==> config.mk <==
export PLATFORM = sky130hd
export DESIGN_NAME = seq_counter_param
export DESIGN_NICKNAME = d
export VERILOG_FILES = /design/src/rtl/seq_counter_param_pkg.sv /design/src/rtl/seq_counter_param_table.sv /design/src/rtl/seq_counter_param.sv
export SDC_FILE = /design/constraint.sdc
export NUM_CORES = 1
export LEC_CHECK = 0
export CORE_MARGIN = 8
export CORE_UTILIZATION = 55
export CTS_CLUSTER_SIZE = 25
export DETAILED_ROUTE_END_ITERATION = 8
export PLACE_DENSITY = 0.72
export REMOVE_ABC_BUFFERS = 1
export SYNTH_ARGS = -nofsm -noshare
export SYNTH_HDL_FRONTEND = slang
export SYNTH_SLANG_ARGS = --single-unit
==> constraint.sdc <==
create_clock -name clock -period 4.5 [get_ports clock]
set_clock_uncertainty 0.1 [all_clocks]
set_input_delay 1.35 -clock clock [delete_from_list [all_inputs] [get_ports clock]]
set_output_delay 1.35 -clock clock [all_outputs]
set_load 0.01 [all_outputs]
==> src/rtl/seq_counter_param_pkg.sv <==
// Shared encodings and helpers for the programmable-sequence counter.
// Imported by the table register file and the top-level control.
package seq_counter_param_pkg;

  localparam logic MODE_WRAP    = 1'b0;
  localparam logic MODE_ONESHOT = 1'b1;
  localparam logic DIR_FWD      = 1'b0;
  localparam logic DIR_REV      = 1'b1;

  // Outcome of the step decision for one clock.
  typedef enum logic [1:0] {
    STEP_HOLD,
    STEP_MOVE,
    STEP_WRAP,
    STEP_STOP
  } step_kind_e;

  // A zero or oversized length request falls back to the full table.
  function automatic int unsigned clamp_len(input int unsigned len,
                                            input int unsigned depth);
    return (len == 0 || len > depth) ? depth : len;
  endfunction

endpackage

==> src/rtl/seq_counter_param_table.sv <==
// DEPTH x WIDTH code table: identity contents after reset, one write port,
// one combinational read port addressed by the current sequence index.
module seq_table
  import seq_counter_param_pkg::*;
#(
  parameter int WIDTH = 4,
  parameter int DEPTH = 16,
  localparam int IDXW = $clog2(DEPTH)
) (
  input  logic             clock,
  input  logic             clear,
  input  logic             wr_en,
  input  logic [IDXW-1:0]  wr_addr,
  input  logic [WIDTH-1:0] wr_data,
  input  logic [IDXW-1:0]  rd_addr,
  output logic [WIDTH-1:0] rd_data
);

  logic [WIDTH-1:0] mem [DEPTH];

  always_ff @(posedge clock or negedge clear) begin
    if (!clear) begin
      for (int i = 0; i < DEPTH; i++) begin
        mem[i] <= WIDTH'(i);
      end
    end else if (wr_en) begin
      mem[wr_addr] <= wr_data;
    end
  end

  assign rd_data = mem[rd_addr];

endmodule

==> src/rtl/seq_counter_param.sv <==
// Programmable-sequence counter: steps an index through a writable code table
// with up/down, wrap/one-shot, index load, length control and terminal pulse.
module seq_counter_param
  import seq_counter_param_pkg::*;
#(
  parameter int WIDTH = 4,
  parameter int DEPTH = 16,
  localparam int IDXW = $clog2(DEPTH),
  localparam int LENW = IDXW + 1
) (
  input  logic             clock,
  input  logic             clear,
  input  logic             en,
  input  logic             dir,
  input  logic             mode,
  input  logic             load,
  input  logic [IDXW-1:0]  load_idx,
  input  logic             wr_en,
  input  logic [IDXW-1:0]  wr_addr,
  input  logic [WIDTH-1:0] wr_data,
  input  logic             len_we,
  input  logic [LENW-1:0]  len_data,
  output logic [WIDTH-1:0] q,
  output logic [IDXW-1:0]  idx,
  output logic             tc,
  output logic             done
);

  localparam logic [IDXW-1:0] IDX_ONE = IDXW'(1);
  localparam logic [LENW-1:0] LEN_ONE = LENW'(1);
  localparam logic [LENW-1:0] LEN_MAX = LENW'(DEPTH);

  logic [LENW-1:0] len_q;
  logic [LENW-1:0] len_eff;
  logic [IDXW-1:0] last_idx;
  logic            at_end;
  step_kind_e      kind;
  logic [IDXW-1:0] step_idx;
  logic [IDXW-1:0] idx_nxt;
  logic            tc_nxt;
  logic            done_nxt;

  seq_table #(
    .WIDTH (WIDTH),
    .DEPTH (DEPTH)
  ) u_table (
    .clock   (clock),
    .clear   (clear),
    .wr_en   (wr_en),
    .wr_addr (wr_addr),
    .wr_data (wr_data),
    .rd_addr (idx),
    .rd_data (q)
  );

  always_comb begin
    len_eff  = len_q;
    last_idx = IDXW'(len_q - LEN_ONE);
    at_end   = 1'b0;
    kind     = STEP_HOLD;
    step_idx = idx;
    idx_nxt  = idx;
    tc_nxt   = 1'b0;
    done_nxt = done;

    // A length written this cycle already governs the range check and load.
    if (len_we) begin
      len_eff = LENW'(clamp_len(32'(len_data), DEPTH));
    end

    at_end = (dir == DIR_FWD) ? (idx == last_idx) : (idx == '0);

    if (en && !done) begin
      if (!at_end) begin
        kind = STEP_MOVE;
      end else if (mode == MODE_WRAP) begin
        kind = STEP_WRAP;
      end else begin
        kind = STEP_STOP;
      end
    end

    case (kind)
      STEP_MOVE: step_idx = (dir == DIR_FWD) ? idx + IDX_ONE : idx - IDX_ONE;
      STEP_WRAP: step_idx = (dir == DIR_FWD) ? '0 : last_idx;
      default:   step_idx = idx;
    endcase

    idx_nxt  = step_idx;
    tc_nxt   = (kind == STEP_WRAP) || (kind == STEP_STOP);
    done_nxt = done || (kind == STEP_STOP);

    // Keep the index inside the active length when the length shrinks.
    if ({1'b0, idx} >= len_eff || {1'b0, step_idx} >= len_eff) begin
      idx_nxt = '0;
    end

    if (load) begin
      idx_nxt  = ({1'b0, load_idx} < len_eff) ? load_idx : '0;
      tc_nxt   = 1'b0;
      done_nxt = 1'b0;
    end
  end

  always_ff @(posedge clock or negedge clear) begin
    if (!clear) begin
      idx   <= '0;
      len_q <= LEN_MAX;
      tc    <= 1'b0;
      done  <= 1'b0;
    end else begin
      idx   <= idx_nxt;
      len_q <= len_eff;
      tc    <= tc_nxt;
      done  <= done_nxt;
    end
  end

endmodule

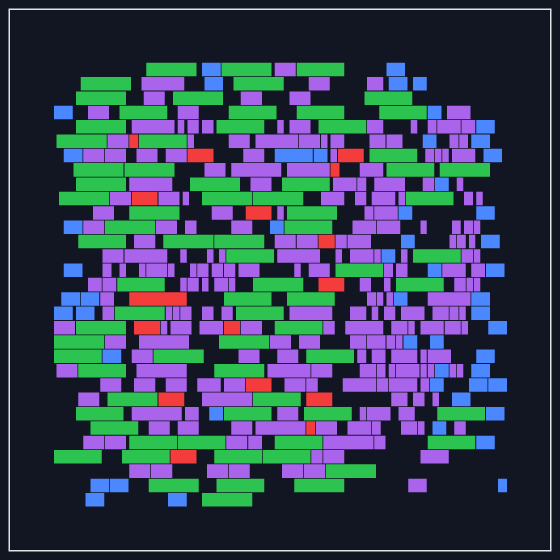
Run 1: cell classes on the final placement
| class | colour | cells | share of their area |
|---|---|---|---|
| flops | green | 75 | 40% |
| other buffers and delay cells | blue | 52 | 10% |
| clock drivers and dummy loads | red | 16 | 4.2% |
| all other logic | purple | 232 | 45% |
sequential share of cell area: 39.3%
design area: 4880 sq um
core footprint: 7250 sq um

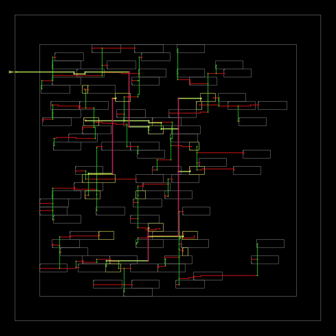
Run 1: clock wiring as the flow saved it
registers: 75
clk_lat worst skew: 0.35 ns
clk pwr: 0.526 mW

==> deck_impl_summary.md, run 1 <==
Flow Results at a Glance

Power and ir drop
  • Combinational share of power: 38.6%
  • Peak VDD IR: 0.280 mV
  • Sw frac: 31.9%

Critical path
  • Setup crit start: dir
  • R2R Path Start: len_q[0]$_DFF_PN0_
  • CP Capture Type: register
  • Max FO, Critical Path: 5
  • Critical Path Sink: idx[2]$_DFF_PN0_
  • Cell repeated most along the worst path: buf_4
  • Critical path's top delay family: AND-OR/OR-AND gates
  • Req. time, crit path: 4.69 ns
  • Critical path depth in cells: 16

STA
  • Tmin final: 4.37 ns
  • Fin crit share: 97.0%
  • FMAX: 229 MHz

Cells and area
  • Post-route insts no fill: 474
  • Post-layout util: between 60% and 70%
  • Most common logic cell in the routed design: mux2_2
  • Register Area: 1920 sq um
  • Layout cell share with drive strength beyond 1: 41.1%
  • Area delta synth->final: 19.0%

CTS
  • Clk slew on worst S/H paths: 0.08 ns
  • Root buffer cell: clkbuf_8
  • Num CTS Buffers: 9
  • Clock Sink Count: 75
  • CTS hold repair buffers: 0
  • Max Root-Sink Buffers: 2

Yosys
  • Main synth FF type: dfrtp_1
  • Largest area contributor in the netlist: dfrtp_1
  • XORs/XNORs by Area: 2.04%
  • Syn avg cell area: 12.9 sq um
  • Simple-gate share of the synthesized area: 8.63%
  • Yosys top cell by instances: mux2_2
  • Register share after synthesis: 46.7%
  • Synth top cells by count: mux2_2 (64), dfrtp_1 (42), dfstp_2 (33), nor2_1 (21), ha_1 (18)
  • Main kind of combinational logic by area: multiplexers
  • Synthesized area: a little over 4000 sq um
  • Netlist cell types: approximately 46
  • Biggest area cells: dfrtp_1 (26%), dfstp_2 (21%), mux2_2 (18%)
  • MUX share of area: 27.0%

Route
  • Met3 routed WL: 395 microns
  • Starting DRT DRC Count: 127
  • DR vias/cell: 5.81
  • Metal2 WL: about 4300 microns
  • Pre-antenna DRT Iters: 4
  • Uppermost layer routed: met4

Die
  • Die H: 102 microns
  • Die Width: 102 microns
  • Row Count: 31
  • Die Size: 10500 sq um

Global routing
  • Largest net degree at the start of global routing: 32
  • Met1 usage: 23.3%
  • GRT Max-Usage Layer: met2
  • M2 GR Usage: 30.8%
  • GRT overflow: 0

Placement
  • IO Port Bufs: 34
  • Placed Instances: between 400 and 500
  • Pre-CTS setup slack: -0.277 ns

Flow run
  • Log Warnings: 27

Min path
  • Hold crit path type: reg -> reg

Status
  • Status: completed
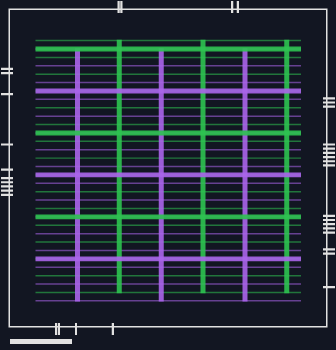
Run 1: power grid
Bar = 20 microns. Pins as bars on the die edge.
| net | colour |
|---|---|
| VSS | purple |
| VDD | green |
met4 straps: 6
met1 rails: 32
rows: 31
signal pins: 35
met5 straps: 6

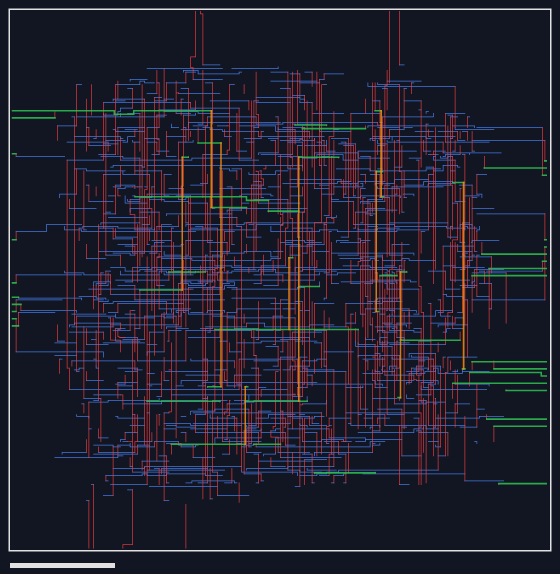
Run 1: wiring by layer
Bar = 20 microns.
| layer | colour | wire length |
|---|---|---|
| met4 | orange | 263 microns |
| met1 | blue | 3980 microns |
| met2 | red | 4340 microns |
| met3 | green | 396 microns |

-- run 1: state kept, by name, indices dropped and copies added, names as in the netlist --
signal       cells
tc               1
idx              4
u_table.mem     64
done             1
len_q            5
-- run 1: through the flow --
stage | TNS [ns] | cell area [sq um] | power [mW]
2_1_floorplan | 0 | 4040 | 1.56
3_3_place_gp | -0.264 | 4640 | 1.88
3_5_place_dp | -1.09 | 4640 | 1.91
4_1_cts | 0 | 4840 | 2.44
5_1_grt | -0.0733 | 4880 | 2.60
6_report | 0 | 4880 | 2.45
-- run 1: power groups by stage --
| stage | clock (mW) | combinational [mW] | sequential (mW) |
|---|---|---|---|
| detailed placement | 0 | 0.921 | 0.988 |
| global route | 0.574 | 1.03 | 0.999 |
| finish | 0.526 | 0.943 | 0.978 |
| global placement | 0 | 0.898 | 0.980 |
| floorplan | 0 | 0.559 | 0.997 |
| CTS | 0.536 | 0.928 | 0.976 |
-- run 1: worst reg2reg max path, cell delays in order (launching register included) --
cell and delay [ns]:
dfrtp_1 0.45, inv_1 0.09, ha_1 0.21, xnor2_1 0.31, xnor2_1 0.10, a31oi_1 0.25, nand2b_4 0.19, inv_1 0.06
ha_1 0.36, buf_4 0.16, nor2_1 0.04, a311o_1 0.41, ha_1 0.28, o21ai_0 0.08, o22ai_1 0.11, o41ai_2 0.30
buf_4 0.18, a22o_1 0.13
-- run 1: layout make-up --
type	instances	share of cell area, %
multi-input combinational	216	43.0
sequential	75	39.3
timing repair buffer	52	9.89
clock buffer	10	2.82
tap	99	2.54
clock inverter	6	1.28
inverter	16	1.23
-- run 1: timing repair --
item	4_1_cts	5_1_grt
setup buffers	0	1
setup endpoints to repair	0	4
gates resized	0	7
## Run 2: what changed since run 1
SYNTH_HIERARCHICAL = 1   (was default)
==> deck_impl_summary.md, run 2 <==
Flow Results at a Glance

Yosys
  • Yosys top cell area share: about a quarter
  • Yosys top cell by instances: mux2_2
  • Synth top cells by count: mux2_2 (65), dfrtp_1 (42), dfstp_2 (33), nor2_1 (19), ha_1 (18)
  • Simple-gate share of the synthesized area: 8.66% (+0.030 points)
  • EDFF count, synth: 0
  • MUX share of area: 27.6% (+0.62 points)
  • Syn avg cell area: 13.2 sq um (+2.4%)
  • Biggest area cells: dfrtp_1 (25%), dfstp_2 (21%), mux2_2 (18%)
  • Main synth FF type: dfrtp_1
  • Synthesized area: 4150 sq um (+1.1%)
  • Netlist cell types: 47 (+2.2%)
  • Main kind of combinational logic by area: multiplexers
  • XORs/XNORs by Area: 2.02% (-0.022 points)
  • Largest area contributor in the netlist: dfrtp_1
  • Register share after synthesis: 46.2% (-0.49 points)

Critical path
  • Critical Path Sink: idx[0]$_DFF_PN0_
  • Critical path depth in cells: 15 (-1)
  • Req. time, crit path: 4.68 ns (about the same)
  • Setup crit start: dir
  • Reg2reg path depth: 13
  • Startpoint types: input port
  • CP Capture Type: register
  • Max FO, Critical Path: 6 (+1)
  • R2R Path Start: idx[3]$_DFF_PN0_
  • Crit path cell chain: clkdlybuf4s50_1, bufinv_8, nor4b_4, a31oi_2, nand2b_4, inv_2, ha_2, buf_4, nor2_1, a311o_1, ha_1, o21ai_1, o22ai_2, o41ai_4, a22o_1
  • Critical path's top delay family: AND-OR/OR-AND gates
  • WP buf/inv: 4

Cells and area
  • Max FFs per register: 64 (unchanged)
  • Largest Register: u_table/mem
  • Most common logic cell in the routed design: mux2_2
  • Layout cell share with drive strength beyond 1: 41.4% (+0.33 points)
  • Biggest regs: u_table/mem (64), len_q (5), idx (4)
  • Design area: 4960 sq um (+1.5%)
  • Area delta synth->final: 19.5%

Die
  • Die Width: 103 microns (+0.45%)
  • Row Count: 31 (unchanged)
  • Die Size: 10600 sq um (+0.90%)
  • Die H: 103 microns (+0.45%)
  • Fp util: between 50% and 60%

Status
  • Status: completed

Global routing
  • Largest net degree at the start of global routing: 76 (+140%)
  • GRT overflow: 0 (unchanged)
  • M2 GR Usage: 27.9% (-2.9 points)
  • GRT Max-Usage Layer: met2
  • Met1 usage: 22.1% (-1.2 points)
  • GR Util met3: 4.46%

CTS
  • Num CTS Buffers: 9 (unchanged)
  • Clk_lat worst skew: 0.35 ns (about the same)
  • Max Root-Sink Buffers: 2 (unchanged)
  • Clock Sink Count: 75 (unchanged)
  • Clk slew on worst S/H paths: 0.07 ns (about the same)
  • Root buffer cell: clkbuf_8

Route
  • Starting DRT DRC Count: 142 (+12%)
  • Pre-antenna DRT Iters: 4 (unchanged)
  • DR vias/cell: 5.86 (+0.89%)
  • Uppermost layer routed: met4
  • Met3 routed WL: 491 microns (+24%)
  • Metal2 WL: 4240 microns (-2.5%)

STA
  • Setup TNS: 0 ns (unchanged)
  • FMAX: 228 MHz (-0.27%)
  • Fin crit share: 97.3% (+0.26 points)

Placement
  • Pre-CTS setup slack: -0.281 ns (-0.00382 ns)
  • IO Port Bufs: 34 (unchanged)

Power and ir drop
  • Overall power: 2.45 mW (about the same)

Min path
  • Hold crit path type: reg -> reg

Flow run
  • Log Warnings: 27 (unchanged)
run 2: cell count changes after synthesis, sizes merged, moves of 4 or more:
cell	before	now
a22oi	0	4
a211oi	6	2
a21oi	10	6
a31oi	5	1
and2	4	0
nand3	5	13
run 2: per-stage QoR:
step                util [%]  hold WS, ns  std cells
floorplan                  -        0.370        304
global placement        63.8        0.380        452
finish                  68.0        0.401        471
CTS                     66.7        0.406        468
global route            68.0        0.420        471
detailed placement      63.8        0.389        452
run 2: cell type report:
type,instances,area share [%]
timing repair buffer,52,9.49
sequential,75,38.7
inverter,16,1.49
clock inverter,5,1.21
clock buffer,11,3.05
tap,99,2.50
multi-input combinational,213,43.6
run 2: repair_timing:
item | 4_1_cts | 5_1_grt
buffers inserted | 0 | 3
hold buffers | 0 | 0
resized | 0 | 14
setup endpoints to repair | 0 | 4
run 2: worst min-delay path by stage:
stage	start	to	slack (ns)	depth (start not counted)
2_1_floorplan	u_table/mem[41]$_DFFE_PN0P_	u_table/mem[41]$_DFFE_PN0P_	0.37	1
3_3_place_gp	u_table/mem[58]$_DFFE_PN0P_	u_table/mem[58]$_DFFE_PN0P_	0.38	1
3_5_place_dp	u_table/mem[59]$_DFFE_PN0P_	u_table/mem[59]$_DFFE_PN0P_	0.39	1
4_1_cts	u_table/mem[47]$_DFFE_PN0P_	u_table/mem[47]$_DFFE_PN0P_	0.41	1
5_1_grt	u_table/mem[41]$_DFFE_PN0P_	u_table/mem[41]$_DFFE_PN0P_	0.42	1
6_report	u_table/mem[59]$_DFFE_PN0P_	u_table/mem[59]$_DFFE_PN0P_	0.40	1
run 2: where the power goes:
part	switching [mW]	leakage, nW	internal (mW)
logic	0.373	1.14	0.530
clock network	0.251	0.106	0.288
registers	0.135	0.868	0.872
total	0.759	2.12	1.69
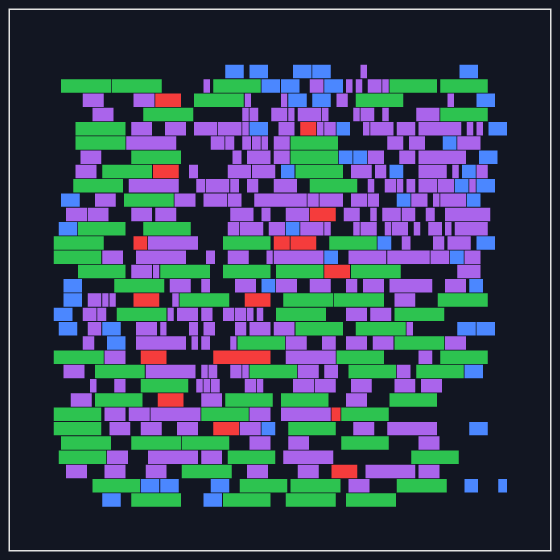
Run 2: cell classes on the final placement
| class | colour | cells | share of their area |
|---|---|---|---|
| clock drivers and dummy loads | red | 16 | 4.4% |
| all other logic | purple | 229 | 46% |
| flops | green | 75 | 40% |
| other buffers and delay cells | blue | 52 | 9.7% |

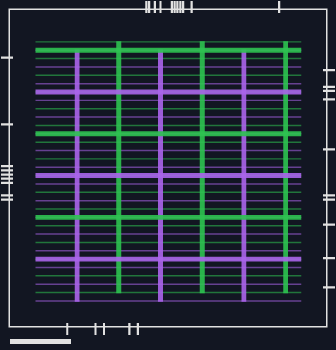
Run 2: power grid
Bar = 20 microns. Pins as bars on the die edge.
| net | colour |
|---|---|
| VDD | green |
| VSS | purple |
signal pins: 35
met5 straps: 6
Peak VDD IR: 0.289 mV
core footprint: 7290 sq um

No activity file was given, so power comes from the tool's default toggle rates.
